===== src/rtl/bus_master_lsu.sv =====
// Load/store initiator for the byte-serial memory bus: one request, one bus
// transaction. Load data is extended here; a timeout guards against a silent bus.
module bus_master_lsu #(
    parameter int TIMEOUT_CYCLES = 4096,
    parameter int TO_W           = 13
) (
    input  logic        i_clk,
    input  logic        i_rst,
    input  logic        i_req,
    input  logic        i_we,
    input  logic [2:0]  i_funct3,
    input  logic [31:0] i_addr,
    input  logic [31:0] i_wdata,
    output logic        o_busy,
    output logic        o_done,
    output logic        o_err,
    output logic [31:0] o_rdata,
    output logic [31:0] o_bus_data,
    output logic [31:0] o_bus_address,
    output logic        o_bus_DV,
    output logic [2:0]  o_bhw,
    output logic        o_write_notread,
    input  logic [31:0] i_bus_data,
    input  logic        i_bus_DV
);

    localparam logic [TO_W-1:0] TO_LAST = TO_W'(TIMEOUT_CYCLES - 1);

    localparam logic [2:0] F3_B  = 3'b000;
    localparam logic [2:0] F3_H  = 3'b001;
    localparam logic [2:0] F3_W  = 3'b010;
    localparam logic [2:0] F3_BU = 3'b100;
    localparam logic [2:0] F3_HU = 3'b101;

    typedef enum logic {
        ST_IDLE = 1'b0,
        ST_WAIT = 1'b1
    } state_t;

    // Unsigned variants only make sense for loads.
    function automatic logic req_legal(input logic [2:0] f3, input logic we);
        case (f3)
            F3_B, F3_H, F3_W: req_legal = 1'b1;
            F3_BU, F3_HU:     req_legal = ~we;
            default:          req_legal = 1'b0;
        endcase
    endfunction

    function automatic logic [2:0] byte_count(input logic [2:0] f3);
        case (f3)
            F3_B, F3_BU: byte_count = 3'd1;
            F3_H, F3_HU: byte_count = 3'd2;
            default:     byte_count = 3'd4;
        endcase
    endfunction

    // The bus shifts bytes out MSB first, so narrow stores are left-justified.
    function automatic logic [31:0] store_lane(input logic [2:0] f3, input logic [31:0] d);
        case (f3)
            F3_B:    store_lane = {d[7:0], 24'h0};
            F3_H:    store_lane = {d[15:0], 16'h0};
            default: store_lane = d;
        endcase
    endfunction

    function automatic logic [31:0] load_extend(input logic [2:0] f3, input logic [31:0] d);
        case (f3)
            F3_B:    load_extend = {{24{d[7]}}, d[7:0]};
            F3_BU:   load_extend = {24'h0, d[7:0]};
            F3_H:    load_extend = {{16{d[15]}}, d[15:0]};
            F3_HU:   load_extend = {16'h0, d[15:0]};
            default: load_extend = d;
        endcase
    endfunction

    state_t          state_reg, state_next;
    logic [TO_W-1:0] to_cnt_reg, to_cnt_next;
    logic [2:0]      funct3_reg, funct3_next;
    logic [31:0]     bus_addr_reg, bus_addr_next;
    logic [31:0]     bus_data_reg, bus_data_next;
    logic [2:0]      bhw_reg, bhw_next;
    logic            wnr_reg, wnr_next;
    logic            bus_dv_reg, bus_dv_next;
    logic            done_reg, done_next;
    logic            err_reg, err_next;
    logic [31:0]     rdata_reg, rdata_next;

    always_ff @(posedge i_clk or posedge i_rst) begin
        if (i_rst) begin
            state_reg    <= ST_IDLE;
            to_cnt_reg   <= '0;
            funct3_reg   <= '0;
            bus_addr_reg <= '0;
            bus_data_reg <= '0;
            bhw_reg      <= '0;
            wnr_reg      <= 1'b0;
            bus_dv_reg   <= 1'b0;
            done_reg     <= 1'b0;
            err_reg      <= 1'b0;
            rdata_reg    <= '0;
        end else begin
            state_reg    <= state_next;
            to_cnt_reg   <= to_cnt_next;
            funct3_reg   <= funct3_next;
            bus_addr_reg <= bus_addr_next;
            bus_data_reg <= bus_data_next;
            bhw_reg      <= bhw_next;
            wnr_reg      <= wnr_next;
            bus_dv_reg   <= bus_dv_next;
            done_reg     <= done_next;
            err_reg      <= err_next;
            rdata_reg    <= rdata_next;
        end
    end

    always_comb begin
        state_next    = state_reg;
        to_cnt_next   = to_cnt_reg;
        funct3_next   = funct3_reg;
        bus_addr_next = bus_addr_reg;
        bus_data_next = bus_data_reg;
        bhw_next      = bhw_reg;
        wnr_next      = wnr_reg;
        bus_dv_next   = 1'b0;
        done_next     = 1'b0;
        err_next      = 1'b0;
        rdata_next    = rdata_reg;

        case (state_reg)
            ST_IDLE: begin
                // Stray or late bus completions are ignored here.
                to_cnt_next = '0;
                if (i_req) begin
                    if (req_legal(i_funct3, i_we)) begin
                        state_next    = ST_WAIT;
                        funct3_next   = i_funct3;
                        bus_addr_next = i_addr;
                        wnr_next      = i_we;
                        bhw_next      = byte_count(i_funct3);
                        bus_data_next = i_we ? store_lane(i_funct3, i_wdata) : 32'h0;
                        bus_dv_next   = 1'b1;
                    end else begin
                        err_next = 1'b1;
                    end
                end
            end
            ST_WAIT: begin
                // Completion takes priority over a timeout in the same cycle.
                if (i_bus_DV) begin
                    state_next  = ST_IDLE;
                    to_cnt_next = '0;
                    done_next   = 1'b1;
                    if (!wnr_reg) begin
                        rdata_next = load_extend(funct3_reg, i_bus_data);
                    end
                end else if (to_cnt_reg == TO_LAST) begin
                    state_next  = ST_IDLE;
                    to_cnt_next = '0;
                    err_next    = 1'b1;
                end else begin
                    to_cnt_next = to_cnt_reg + TO_W'(1);
                end
            end
            default: begin
                state_next  = ST_IDLE;
                to_cnt_next = '0;
            end
        endcase
    end

    assign o_busy          = (state_reg != ST_IDLE);
    assign o_done          = done_reg;
    assign o_err           = err_reg;
    assign o_rdata         = rdata_reg;
    assign o_bus_data      = bus_data_reg;
    assign o_bus_address   = bus_addr_reg;
    assign o_bus_DV        = bus_dv_reg;
    assign o_bhw           = bhw_reg;
    assign o_write_notread = wnr_reg;

endmodule


===== config.mk =====
export PLATFORM = sky130hd
export DESIGN_NAME = bus_master_lsu
export DESIGN_NICKNAME = d
export VERILOG_FILES = /design/src/rtl/bus_master_lsu.sv
export SDC_FILE = /design/constraint.sdc
export NUM_CORES = 1
export LEC_CHECK = 0
export ABC_AREA = 1
export CAP_MARGIN = 20
export CORE_MARGIN = 5
export CORE_UTILIZATION = 30
export DETAILED_ROUTE_END_ITERATION = 7
export SYNTH_ARGS = -nofsm -noshare
export SYNTH_HDL_FRONTEND = slang
export SYNTH_SLANG_ARGS = --single-unit

===== constraint.sdc =====
create_clock -name i_clk -period 4 [get_ports i_clk]
set_clock_uncertainty 0.1 [all_clocks]
set_input_delay 0.6 -clock i_clk [delete_from_list [all_inputs] [get_ports i_clk]]
set_output_delay 0.6 -clock i_clk [all_outputs]
set_load 0.1 [all_outputs]

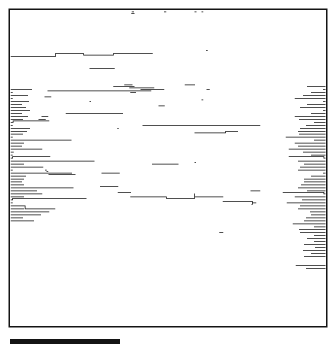
*M3 wires, run 1*
The bar under the picture is 50 um long.
nets with wire on the layer: 121
main direction: horizontal
share of all routed wire: 9.1%
longest straight run: 53.4 um

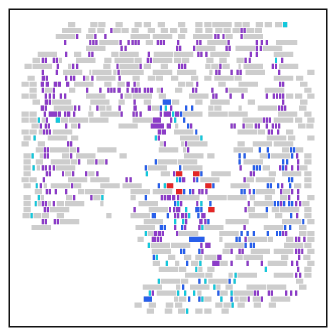
*Gate-type map, run 1*
legend:
  NAND gates:
    colour: purple
    cells: 330
    most_used: nand2_1
    where: widely spread
  inverters:
    colour: cyan
    cells: 48
    most_used: inv_1
  NOR gates:
    colour: blue
    cells: 89
    most_used: nor2_1
  XOR/XNOR gates:
    colour: red
    cells: 6
    where: centre

==> run summary, run 1 <==
flow finished, numbers: Final Non-Filler Cells 1105, worst hold path depth 1, Post-Syn Instances 655, Simple-Gate Area Share 31.5%, endpoint class of the critical path primary output, # rows 49, asr flop ratio synth 100%, Yosys Warn Count 0, area delta synth->final 52.0%, aoi share 4.53%, Setup CP Type reg2out, Final nets 968, Reg-to-Reg Start o_busy, post-synth top area share 55.7%, Synth Seq Share 55.7%, die area 20700 sq um, HP Start to_cnt_reg[0], # IOs 208, Worst Setup EP o_write_notread, drt wl/cell 14.3 um, drc violations 0, clock root buffer master clkbuf_16, vias in the first global route 4764, Pwr Density 810 nW/um^2, CTS tree done, main flop type after synthesis dfrtp_1, Vias 4762, dominant kind of combinational cell simple AND/OR/NAND/NOR gates, H-tree depth 4, post-detail-place hpwl 11.3 mm, reg2reg path depth 5, fraction of layout cells with a size suffix above 1 8.68%, total gr overflow 0, P_int 3.19 mW, All-Layer GR Usage 15.2%, combinational gate power 3.46 mW, Worst-Margin Slew 1.04 ns, height of the die 144 um, worst slack, placed 1.31 ns, chip width 144 um, Max-slew headroom 30.7%, count leader, synth nand2_1, sequential share of power 25.7%, antenna violations before repair 1, DP Area 7600 sq um, Worst Path Max Fanout 3, Adders+Majority by Area 0.232%, launch point of the worst path o_write_notread, Core Box Area 17800 sq um, initial drt markers 155, Min-Delay Endpoint to_cnt_reg[0], slowest cell on the critical path clkdlybuf4s50_1, M1 WL 6.84 mm, ant diodes 0, Vias per Instance 4.31, outcome finished, final reports clean, clock share of power 22.1%, Yosys chip area 5390 sq um, P_clk 1.46 mW, Worst Setup Start Kind register, first-pass GRT wire length 24.8 mm, placed instance count 1072, WP buf/inv 1, sw power 3.44 mW, Crit path max-delay family buffers and inverters, Tool Warnings 26, Pre-Repair DR Iteration Count 4, crit path DAT 2.02 ns, Reg clk slew, reported paths 0.05 ns, hold buffer count at CTS 0, Post-CTS Setup Inserts 0, Hold Crit Class reg2reg, Comb power frac 52.2%, Max Cap Violations 0, worst IR drop on VDD 0.000662 V, Multiplexer share 0%, ys flops 120, yosys cell count 655, Routed Antenna Nets 0, WHS 0.366 ns, fmax 0.368 GHz, setup ws final 1.28 ns, Top pwr grp combinational cells, port buffer count 207, clk buf depth 2, CTS sink cnt 120, Synth top cells by count nand2_1 (293), dfrtp_1 (120), nor2_1 (83), inv_1 (34), nand3_1 (23), Final Hold Viols 0, fin crit share 67.9%, WP depth 1, Lkg Pwr 3.85 nW, Post-Syn Nets 760, fp util 30.2%, final WL 15.8 mm, sequential power 1.70 mW, met2 WL post-DR 7.07 mm, crit path DRT 3.30 ns, fin. max-slew vios 0, Final Total Pwr 6.63 mW, sw frac 51.9%, setup violators final 0, Mapped Avg Cell Area 8.22 sq um, area leader, netlist dfrtp_1, clk_lat worst skew 0.41 ns, reg-to-reg endpoint funct3_reg[0], RSZ-0062 raised after global routing false, Unique cell types 27, Top Layer Used met5, final instance area 8190 sq um, gpl congestion 0.812, WL met3 1.43 mm, reg-to-reg slack, setup 2.00 ns, largest net degree at the start of global routing 84, post-cts sizing count 0, XOR Share, Synth 0.976%, crit-path cells clkdlybuf4s50_1, Post-synth area hogs dfrtp_1 (56%), nand2_1 (20%), nor2_1 (5.8%), clock buffer count from CTS 17, EDFF count, synth 0
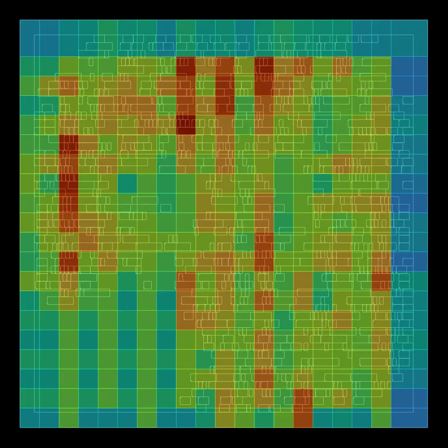
*Congestion heat map, run 1*
GR met2 Demand/Resource: 22.9%
met3 Use GR: 5.49%
Most Crowded Layer GR: met2
routing usage on met1: 20.0%
fin util: 45.9%

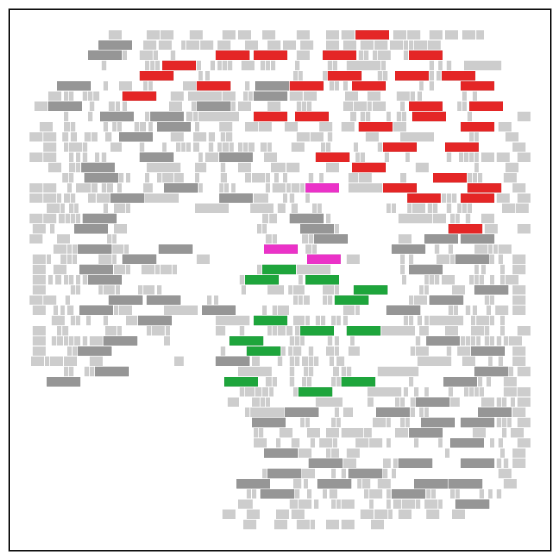
*Sequential cells grouped by signal name, run 1*
Other sequential cells in the stronger grey, the rest of the logic in the fainter grey.
legend:
  o_bhw:
    colour: magenta
    sequential_cells: 3
  to_cnt_reg:
    colour: green
    sequential_cells: 13
    where: centre
  o_bus_address:
    colour: red
    sequential_cells: 32

[run 1: area by class of cell]
type                       instances  area, sq um
clock inverter                    12          128
timing repair buffer             213         2140
tap                              229          287
fill                            1759         9650
sequential                       120         3000
multi-input combinational        463         2010
clock buffer                      20          437
inverter                          48          185
[run 1: cells in the final DEF, fill, tap and decap left out, types with 4 or more instances in the layout]
master / netlist / layout
inv_1: 34 / 33
nor2_1: 83 / 83
clkdlybuf4s50_1: 0 / 207
clkinvlp_4: 0 / 4
o21ai_2: 10 / 10
clkinv_2: 0 / 4
o21ai_0: 18 / 18
inv_2: 13 / 13
dfrtp_1: 120 / 120
nand2_1: 293 / 293
buf_4: 4 / 5
nand2_2: 5 / 5
clkbuf_16: 0 / 17
o22ai_1: 8 / 8
nand3_1: 23 / 23
==> run 2: changes to the inputs <==
==> constraint.sdc (replaced) <==
create_clock -name i_clk -period 2.45 [get_ports i_clk]
set_clock_uncertainty 0.1 [all_clocks]
set_input_delay 0.3675 -clock i_clk [delete_from_list [all_inputs] [get_ports i_clk]]
set_output_delay 0.3675 -clock i_clk [all_outputs]
set_load 0.1 [all_outputs]
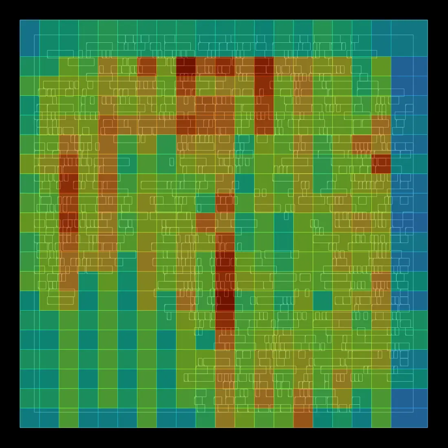
*Congestion heat map, run 2*
drt wl/cell: 14.2 um
routing usage on met1: 19.1%
met3 Use GR: 5.13%
fin util: 45.2%
All-Layer GR Usage: 15.0%

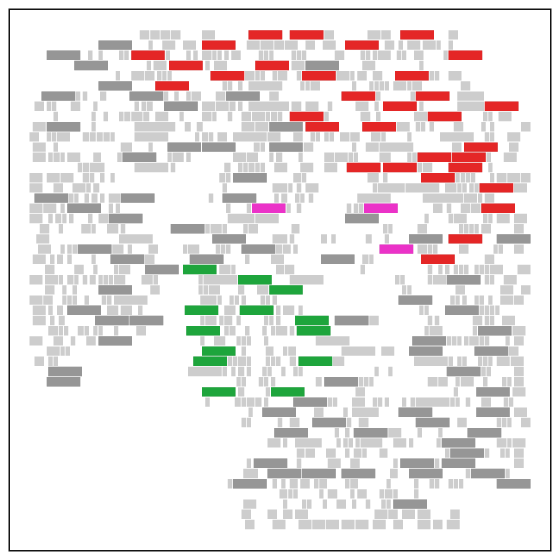
*Sequential cells grouped by signal name, run 2*
Other sequential cells in the stronger grey, the rest of the logic in the fainter grey.
legend:
  o_bhw:
    colour: magenta
    sequential_cells: 3
  o_bus_address:
    colour: red
    sequential_cells: 32
  to_cnt_reg:
    colour: green
    sequential_cells: 13
    where: centre
not coloured: 72

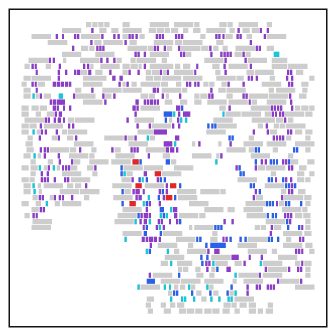
*Gate-type map, run 2*
legend:
  NAND gates:
    colour: purple
    cells: 330
    most_used: nand2_1
    where: widely spread
  NOR gates:
    colour: blue
    cells: 89
    most_used: nor2_1
  inverters:
    colour: cyan
    cells: 48
    most_used: inv_1
  XOR/XNOR gates:
    colour: red
    cells: 6
    where: centre

==> run summary, run 2 <==
flow finished, numbers: NonClk Buf Share 24.2% (was 26.1%), post-detail-place hpwl 11.5 mm (was 11.3 mm), crit path DRT 1.98 ns (was 3.30 ns), Worst Path Max Fanout 3 (unchanged), P_clk 2.61 mW (was 1.46 mW), clock buffer count from CTS 17 (unchanged), fraction of layout cells with a size suffix above 1 21.3% (was 8.68%), clock buffers 17 (was 20), Top Layer Used met4 (was met5), Worst Setup EP o_write_notread (unchanged), WL met3 1.28 mm (was 1.43 mm), vias in the first global route 4623 (was 4764), Yosys chip area 5390 sq um (unchanged), Top pwr grp combinational cells (unchanged), Most Crowded Layer GR met2 (unchanged), sequential power 2.78 mW (was 1.70 mW), outcome finished, final reports clean (unchanged), GR met2 Demand/Resource 23.9% (was 22.9%), Final Non-Filler Cells 1110 (was 1105), Tool Warnings 26 (unchanged), fin crit share 68.1%, Top Layout Cells nand2_1 (293), dfrtp_1 (120), buf_4 (109) (was nand2_1 (293), clkdlybuf4s50_1 (207), dfrtp_1 (120)), Routed Antenna Nets 0 (unchanged), largest net degree at the start of global routing 62 (was 84), CTS tree done (unchanged), Inverters 48 (unchanged), Max-slew headroom 63.6% (was 30.7%), DP Area 7440 sq um (was 7600 sq um), clock share of power 23.9% (was 22.1%), drc violations 0 (unchanged), sw power 5.72 mW (was 3.44 mW), Worst-Margin Slew 0.544 ns (was 1.04 ns), setup violators final 0 (unchanged), Lkg Pwr 4.04 nW (was 3.85 nW), Unique cell types 27 (unchanged), Vias 4807 (was 4762), launch point of the worst path o_write_notread (unchanged), M1 WL 6.72 mm (was 6.84 mm), area delta synth->final 49.6% (was 52.0%), TAP cells 229 (unchanged), sequential cell area 3000 sq um (unchanged), first-pass GRT wire length 24.4 mm (was 24.8 mm), antenna violations before repair 1 (unchanged), main flop type after synthesis dfrtp_1 (unchanged), reg-to-reg endpoint to_cnt_reg[10] (was funct3_reg[0]), port buffer count 207 (unchanged), total gr overflow 0 (unchanged), slowest cell on the critical path dfrtp_1 (was clkdlybuf4s50_1), Setup CP Type reg2out (unchanged), reg2reg path depth 8 (was 5), clk_lat worst skew 0.41 ns (about the same), clock root buffer master clkbuf_16 (unchanged), Post-Syn Instances 655 (unchanged), Seq cells 120 (unchanged), Synth top cells by count nand2_1 (293), dfrtp_1 (120), nor2_1 (83), inv_1 (34), nand3_1 (23) (unchanged), Mapped Avg Cell Area 8.22 sq um (unchanged), nonclk buf count 217 (was 213), combinational gate power 5.52 mW (was 3.46 mW), hold buffer count at CTS 0 (unchanged), # IOs 208 (unchanged), fp util 30.2% (unchanged), ys flops 120 (unchanged), placed instance count 1077 (was 1072), Post-CTS Setup Inserts 0 (unchanged), sequential cell area share 37.3% (was 36.7%), chip width 144 um (unchanged), clk cell area share 7.64% (was 6.89%), Final Hold Viols 0 (unchanged), Crit path max-delay family flip-flops (was buffers and inverters), ant diodes 1 (was 0), multi-input combinational area share 25.0% (was 24.6%), Core Box Area 17800 sq um (unchanged), highest-count logic cell in the final layout nand2_1 (unchanged), crit-path cells buf_4 (was clkdlybuf4s50_1), die area 20700 sq um (unchanged), WHS 0.301 ns (was 0.366 ns), fmax 0.600 GHz, initial drt markers 145 (was 155), RSZ-0062 raised after global routing false (unchanged), MI comb area 2010 sq um (unchanged), count leader, synth nand2_1 (unchanged), final instance area 8060 sq um (was 8190 sq um), asr flop ratio synth 100% (unchanged), yosys cell count 655 (unchanged), sw frac 52.4% (was 51.9%), crit path DAT 1.20 ns (was 2.02 ns), Comb power frac 50.6% (was 52.2%), Hold Crit Class in2async (was reg2reg), number of fill cells 1751 (was 1759), Pre-Repair DR Iteration Count 4 (unchanged), # rows 49 (unchanged), Reg-to-Reg Start to_cnt_reg[0] (was o_busy), Post-Syn Nets 760 (unchanged), Max Cap Violations 0 (unchanged), final WL 15.7 mm (was 15.8 mm), Leading cell kind registers (unchanged), reg-to-reg slack, setup 0.83 ns (was 2.00 ns), Synth Seq Share 55.7% (unchanged), post-synth top area share 55.7% (unchanged), Post-synth area hogs dfrtp_1 (56%), nand2_1 (20%), nor2_1 (5.8%) (unchanged), Pwr Density 1350 nW/um^2 (was 810 nW/um^2), worst IR drop on VDD 0.000903 V (was 0.000662 V), gpl congestion 0.830 (was 0.812), area leader, netlist dfrtp_1 (unchanged), fin. max-slew vios 0 (unchanged), WP buf/inv 1 (unchanged), Final nets 972 (was 968), post-cts sizing count 0 (unchanged), height of the die 144 um (unchanged), H-tree depth 4 (unchanged), sequential share of power 25.4% (was 25.7%), Worst Setup Start Kind register (unchanged), clk buf depth 2 (unchanged), WP depth 1 (unchanged), endpoint class of the critical path primary output (unchanged)
run 2: netlist changes by cell type in the layout (fill, tap and decap cells not counted), sizes merged:
cell and change:
buf +108, clkdlybuf4s50 -104, clkbuf -3, diode +1, inv +4, clkinvlp -2, bufinv +1
run 2: kinds of logic after synthesis:
logic type	Yosys count	share of synthesized area (%)
xor+xnor	6	0.976
compound gates	37	4.53
fa+ha+maj	1	0.232
simple gates	419	31.5
buf+inv	72	6.97
flops	120	55.7
run 2: metrics by stage:
| stage | power (mW) | worst slack [ns] |
|---|---|---|
| CTS | 11.0 | 0.733 |
| floorplan | 7.07 | 0.485 |
| global route | 11.3 | 0.635 |
| detailed placement | 8.38 | 0.362 |
| global placement | 8.35 | 0.409 |
| finish | 10.9 | 0.782 |
==> run 3: changes to the inputs <==
==> constraint.sdc (replaced) <==
create_clock -name i_clk -period 1.7 [get_ports i_clk]
set_clock_uncertainty 0.1 [all_clocks]
set_input_delay 0.255 -clock i_clk [delete_from_list [all_inputs] [get_ports i_clk]]
set_output_delay 0.255 -clock i_clk [all_outputs]
set_load 0.1 [all_outputs]
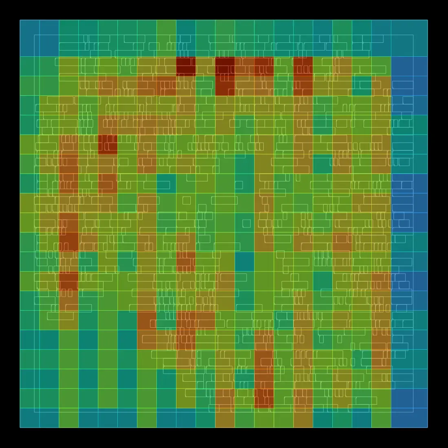
*Congestion heat map, run 3*
routing usage on met1: 20.1%
GR met2 Demand/Resource: 24.9%
drt wl/cell: 14.3 um
fin util: 53.0%
met3 Use GR: 5.42%

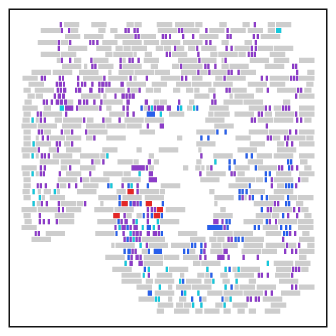
*Gate-type map, run 3*
legend:
  XOR/XNOR gates:
    colour: red
    cells: 6
  NAND gates:
    colour: purple
    cells: 330
    most_used: nand2_1
    where: widely spread
  NOR gates:
    colour: blue
    cells: 89
    most_used: nor2_1
  inverters:
    colour: cyan
    cells: 48
    most_used: inv_1

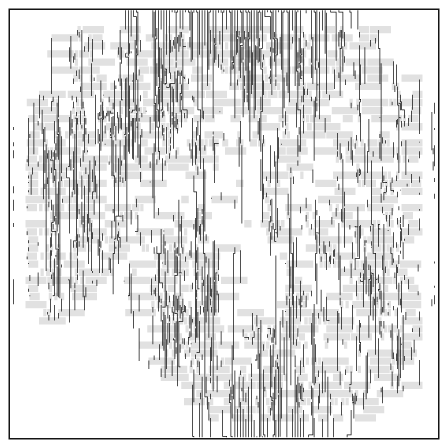
*Metal 2, run 3*
longest straight run: 57.5 um
main direction: vertical
wire length on this layer: 7740 um

==> run summary, run 3 <==
flow finished, numbers: outcome finished, final reports clean (unchanged), drc violations 0 (unchanged), Reg clk slew, reported paths 0.05 ns (was 0.06 ns), setup violators final 0 (unchanged), multi-input combinational area share 21.3% (was 25.0%), clk_lat worst skew 0.41 ns (about the same), fin crit share 88.6%, post-synth top area share 55.7% (unchanged), initial drt markers 191 (was 145), post-detail-place hpwl 12.1 mm (was 11.5 mm), P_int 9.02 mW (was 5.19 mW), clock root buffer master clkbuf_16 (unchanged), count leader, synth nand2_1 (unchanged), main flop type after synthesis dfrtp_1 (unchanged), final WL 16.1 mm (was 15.7 mm), Final Hold Viols 0 (unchanged), clk buf depth 2 (unchanged), yosys cell count 655 (unchanged), Routed Antenna Nets 0 (unchanged), CTS tree done (unchanged), crit path DAT 1.68 ns (was 1.20 ns), sw frac 48.4% (was 52.4%), Post-Syn Nets 760 (unchanged), slowest cell on the critical path dfrtp_1 (unchanged), # rows 49 (unchanged), clock share of power 18.8% (was 23.9%), All-Layer GR Usage 15.7% (was 15.0%), Most Crowded Layer GR met2 (unchanged), reg-to-reg endpoint o_busy (was to_cnt_reg[10]), Pre-Repair DR Iteration Count 4 (unchanged), die area 20700 sq um (unchanged), highest-count logic cell in the final layout nand2_1 (unchanged), Pwr Density 1850 nW/um^2 (was 1350 nW/um^2), total gr overflow 0 (unchanged), Crit path max-delay family simple AND/OR/NAND/NOR gates (was flip-flops), sw power 8.45 mW (was 5.72 mW), Top Layout Cells nand2_1 (293), dfrtp_1 (119), buf_12 (111) (was nand2_1 (293), dfrtp_1 (120), buf_4 (109)), met2 WL post-DR 7.74 mm (was 7.43 mm), Worst Setup EP o_busy (was o_write_notread), reg-to-reg slack, setup 0.19 ns (was 0.83 ns), Worst Path Max Fanout 13 (was 3), # IOs 208 (unchanged), port buffer count 207 (unchanged), worst IR drop on VDD 0.00182 V (was 0.000903 V), fp util 30.2% (unchanged), Vias 4878 (was 4807), fraction of layout cells with a size suffix above 1 22.5% (was 21.3%), MI comb area 2010 sq um (unchanged), largest net degree at the start of global routing 83 (was 62), H-tree depth 4 (unchanged), NonClk Buf Share 36.2% (was 24.2%), Top Layer Used met5 (was met4), Lkg Pwr 4.52 nW (was 4.04 nW), WP depth 8 (was 1), number of fill cells 1614 (was 1751), WHS 0.281 ns (was 0.301 ns), Max Cap Violations 0 (unchanged), fmax 0.664 GHz, crit path DRT 1.87 ns (was 1.98 ns), first-pass GRT wire length 25.5 mm (was 24.4 mm), WL met3 1.36 mm (was 1.28 mm), Max-slew headroom 66.3% (was 63.6%), Worst-Margin Slew 0.503 ns (was 0.544 ns), Seq cells 120 (unchanged), Post-synth area hogs dfrtp_1 (56%), nand2_1 (20%), nor2_1 (5.8%) (unchanged), Min-Delay Endpoint o_bus_address[13], sequential cell area share 31.8% (was 37.3%), asr flop ratio synth 100% (unchanged), height of the die 144 um (unchanged), worst hold path depth 3, multi-input combinational cell count 463 (unchanged), RSZ-0062 raised after global routing false (unchanged), M1 WL 6.66 mm (was 6.72 mm), Mapped Avg Cell Area 8.22 sq um (unchanged), HP Start i_addr[13], Leading cell kind buffers (was registers), clock buffer count from CTS 17 (unchanged), Inverters 48 (unchanged), vias in the first global route 4808 (was 4623), Post-Syn Instances 655 (unchanged), Core Box Area 17800 sq um (unchanged), Unique cell types 27 (unchanged), Yosys Warn Count 0 (unchanged), sequential cell area 3000 sq um (about the same), setup ws final 0.194 ns (was 0.782 ns), DP Area 8900 sq um (was 7440 sq um), TAP cells 229 (unchanged), worst slack, placed -0.140 ns (was 0.362 ns), Reg-to-Reg Start to_cnt_reg[0] (unchanged), Vias per Instance 4.33 (about the same), WP buf/inv 2 (was 1), Final nets 991 (was 972), area delta synth->final 75.4% (was 49.6%), Tool Warnings 27 (was 26), fin. max-slew vios 0 (unchanged), EDFF count, synth 0 (unchanged), antenna violations before repair 1 (unchanged), Final Non-Filler Cells 1126 (was 1110), Worst Setup Start Kind register (unchanged), clk cell area share 5.69% (was 7.64%), endpoint class of the critical path register (was primary output), ant diodes 0 (was 1), nonclk buf count 236 (was 217), Yosys chip area 5390 sq um (unchanged), Synth top cells by count nand2_1 (293), dfrtp_1 (120), nor2_1 (83), inv_1 (34), nand3_1 (23) (unchanged), final instance area 9450 sq um (was 8060 sq um), gpl congestion 0.797 (was 0.830), ys flops 120 (unchanged)
-- run 3: cell counts after synthesis --
Identical to the previous run, type by type.
-- run 3: kinds of logic (layout without fill, tap and decap cells) --
kind of cell    after synthesis  in the layout  synth area share (%)
simple gates                419            419                  31.5
buf+inv                      72            314                  6.97
xor+xnor                      6              6                 0.976
fa+ha+maj                     1              1                 0.232
flops                       120            120                  55.7
compound gates               37             37                  4.53
-- run 3: power groups by stage --
| stage | Combinational, mW | Sequential (mW) | Clock, mW |
|---|---|---|---|
| floorplan | 1.08 | 9.11 | 0 |
| global placement | 9.87 | 4.40 | 0 |
| detailed placement | 9.90 | 4.42 | 0 |
| CTS | 9.90 | 4.38 | 3.38 |
| global route | 10.1 | 4.47 | 3.51 |
| finish | 9.82 | 4.37 | 3.28 |
Power and IR drop assume default switching activity.
